**Sequential cells coloured by netlist name**

Drawn at 2 px/µm. Other sequential cells in the stronger grey, the rest of the logic in the fainter grey.
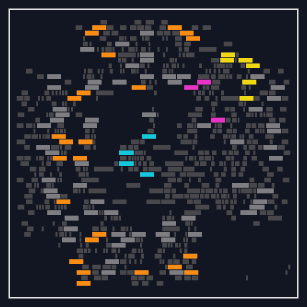
**Power grid**

Drawn at 2 px/µm. Pins as bars on the die edge.
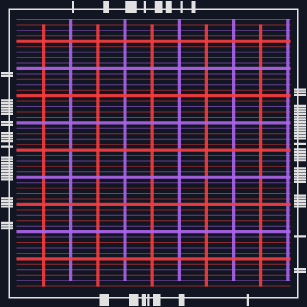
**Metal 2**

Drawn at 2 px/µm.
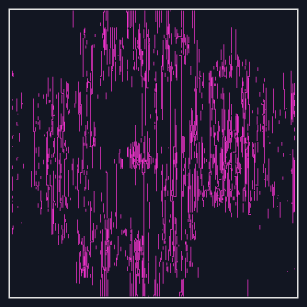
**Cell area per tile**

Drawn at 2 px/µm. 14 x 14 tiles, from black (low) to pale yellow (high), 0 to 100% covered.
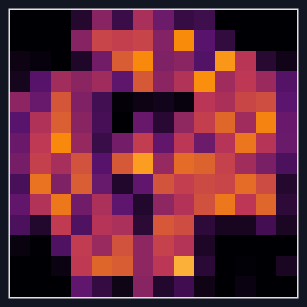
==> config.mk <==
export PLATFORM = sky130hd
export DESIGN_NAME = meas_sequencer
export DESIGN_NICKNAME = d
export VERILOG_FILES = /design/src/rtl/meas_sequencer.sv
export SDC_FILE = /design/constraint.sdc
export NUM_CORES = 1
export LEC_CHECK = 0
export CAP_MARGIN = 10
export CORE_MARGIN = 3
export CORE_UTILIZATION = 24
export CTS_CLUSTER_DIAMETER = 150
export DETAILED_ROUTE_END_ITERATION = 16
export PLACE_DENSITY = 0.51
export SYNTH_ARGS = -nofsm -noshare
export SYNTH_HDL_FRONTEND = slang
export SYNTH_SLANG_ARGS = --single-unit
==> constraint.sdc <==
create_clock -name clk -period 1.82 [get_ports clk]
set_clock_uncertainty 0.2 [all_clocks]
set_input_delay 0.273 -clock clk [delete_from_list [all_inputs] [get_ports clk]]
set_output_delay 0.273 -clock clk [all_outputs]
set_load 0.02 [all_outputs]
==> Slide: Implementation Results <==
Flow Results at a Glance

Clock network
  • Hold_buf cts: 0
  • Worst-path clk slew: 70 ps
  • Max H-tree Level: 3
  • TritonCTS clock tree: built
  • CTS sink cnt: approximately 100
  • Maximum clock path buffer count: 2
  • Root buffer cell: clkbuf_16

Worst hold path
  • Hold path cells: 3

Placement
  • Gpl congestion: approximately 0.86
  • Post-DP HPWL: 9759 µm
  • Pre-CTS WS: -293.1 ps
  • Port Buffers: 105

Layout
  • MI comb area: 0.002349 mm²
  • Fillers: about 1900
  • Post-layout nets: 746
  • Layout cells sized above 1: 0.1752
  • Final Cell Area: about 0.0067 mm²
  • Area growth syn-to-layout: 46.70%
  • Number of inserted diodes: 0

Timing
  • Part of the cycle the worst path needs: 1.024
  • Tmin final: 1863 ps
  • WHS: 126.7 ps
  • Final hold violations: 0
  • Slew Viols, Final: 0
  • # setup viols final: 5
  • Final worst slack: -43.29 ps
  • Fmax: between 500 and 600 MHz
  • RSZ-0062 raised after global routing: true

Power
  • Lkg Pwr: 2.911 nW
  • Overall power: 4.489 mW
  • Pwr dens: 674.6 mW/mm²

Job
  • Max-cap violations: 0
  • Tool Warnings: 30

Detailed routing
  • DRT Pass-1 Iters: 5
  • DR vias/cell: 4.570
  • DRC: 0
  • Initial DRC count: 166
  • Routed Antenna Nets: 0
  • Avg WL per Cell: 15.06 µm

Worst setup path
  • Reg-to-reg slack, setup: -40 ps
  • Worst r2r path cells: 6
  • Worst setup EP type: flop
  • Worst Path Class, Setup: flop to flop
  • CP Launch Type: flop
  • Maximum fanout along the worst path: 17
  • Slowest stage delay, CP: 380 ps
  • CP max stage cell: a221oi_4
  • Required @ worst endpoint: 1910 ps
  • Crit-path cells: buf_12 -> and4bb_4 -> nand3b_4 -> a221oi_4 -> mux2i_1 -> and2_1

Floorplan
  • Num rows: 49
  • Chip area: 0.02058 mm²
  • Number of I/O pins: 109

Logic synthesis
  • Mapped Area: 0.004536 mm²
  • Chip Area, Yosys: 0.004536 mm²
  • Post-synth EDFFs: 0
  • Ys flop type: dfxtp_1
  • Distinct cells, synth: 55
  • FFs w/ async S/R, synth: 0
  • Synth flops: around 100
  • Ys cells: 537
  • Mapped Avg Cell Area: 8.446 µm²

GRT
  • Pin count of the biggest net entering global routing: 58
  • GRT Overall Usage: 0.1362
  • Vias in the first global route: between 4000 and 5000
  • Overflow after GRT: 0
  • Global-route wire length before repair: 22110 µm

Outcome
  • Failing checks: negative setup slack
  • Outcome: complete, but fails checks
About 'sequential cells coloured by netlist name':
Key: mode_idx = magenta [sequential cells 3]; reg_data = yellow [sequential cells 6, where top right]; fifo_data = orange [sequential cells 24]; settle_cnt = cyan [sequential cells 4, where middle]
Another 63 sequential cells are not coloured.
post-layout util: 0.3642
Seq. pwr: 2.23 mW
flop share of the area: 0.3031
area occupied by registers: 0.002017 mm²

About 'power grid':
Key: VSS = red; VDD = purple
The core has 49 rows. 50 met1 rails follow the rows. 9 straps on met5. 109 signal pins sit on the boundary.
overall die height: 143.5 µm
Max VDD drop: 413.9 µV
die width: 143.5 µm
Core Box Area: 0.01827 mm²

About 'metal 2':
The layer carries 6450 µm of wire. The wires run mostly vertical. The longest straight run is 92.3 µm. 609 nets have wire on it. The layer holds 47% of the routed length.
vias post-DR: 4177
WL final: 13770 µm
Global Route met2 Usage: 0.2208

About 'cell area per tile':
The fullest tile reaches 83%. 17% of the tiles are nearly empty. The mean over all tiles is 31%.
Initial Utilization: 0.2483

Yosys cell counts, types with 7 or more instances:
master    instances  area [µm²]
clkbuf_1         13       48.80
nor2_1           19       71.32
nand2_1         172       645.6
o211a_1          25       250.2
buf_4            11       82.58
o21ai_0           7       35.03
buf_2            16       80.08
dfxtp_1         100        2002
a21boi_1         24       180.2
nand3_1          30       150.1
a21boi_0         28       210.2
a21oi_1           7       35.03
what timing repair did:
item,CTS,global route
gates cloned,1,0
pin swaps,1,4
buffers inserted,6,3
resized,23,33
setup endpoints to repair,71,97
endpoints found under the hold margin,0,0
power breakdown:
group | internal (mW) | switching (mW) | total (mW)
clock | 0.916 | 0.824 | 1.74
combinational | 0.295 | 0.223 | 0.518
sequential | 2.21 | 0.0232 | 2.23
placed cells by master, fill, tap and decap left out, drive strengths merged, types with 2 or more instances in the layout:
cell,n
clkbuf,12
nand3,30
clkinv,4
and3,2
mux2i,5
nand2,172
o21ai,8
nor2b,3
nand3b,4
o32ai,2
nor4,2
a211o,2
o22ai,4
inv,7
a21boi,52
and2,4
clkdlybuf4s50,80
buf,70
dlymetal6s2s,12
nor2,19
nor3b,3
ha,6
dlygate4sd2,10
xor2,2
dfxtp,100
a21oi,8
nand2b,2
o21a,4
a31oi,2
conb,3
nor3,8
o211a,25
per-stage QoR:
| step | setup TNS (ps) | std cells |
|---|---|---|
| 6_report | -111.6 | 914 |
| 5_1_grt | -1597 | 914 |
| 3_3_place_gp | -19160 | 889 |
| 3_5_place_dp | -19180 | 889 |
| 2_1_floorplan | 0 | 539 |
| 4_1_cts | -145.7 | 911 |
worst reg2reg max path, stage by stage, from the launching register on:
cell and delay (ps):
dfxtp_2 330, buf_12 150, and4bb_4 330, nand3b_4 80
a221oi_4 380, mux2i_1 210, and2_1 120
per-layer routing:
| layer | share of wire | up-vias | GRT usage | wire length [µm] |
|---|---|---|---|---|
| li1 | - | 2112 | - | - |
| met1 | 0.48 | 1949 | 0.1852 | 6554 |
| met2 | 0.47 | 104 | 0.2208 | 6448 |
| met3 | 0.045 | 12 | 0.02962 | 622 |
| met4 | 0.010 | 0 | 0.03419 | 142 |
| met5 | 0 | - | 0 | 0 |
cell families after synthesis:
group	Yosys count	share of synthesized area
other	1	0.0008268
buffers and inverters	49	0.05904
and+or+nand+nor	258	0.2601
muxes	6	0.01352
xor gates and xnor gates	2	0.003863
DFF	100	0.4414
adders and majority gates	6	0.01655
AOI/OAI and AO/OA	115	0.2047
cell type report:
cell class,count,area share
inverters,6,0.003385
multi-input cells,390,0.3530
clock inverters,5,0.004325
well taps,229,0.04306
flip-flops and latches,100,0.3031
clock buffers,10,0.03441
repair buffers,174,0.2587
Power figures rest on the tool's default switching activity, not on a simulated workload.
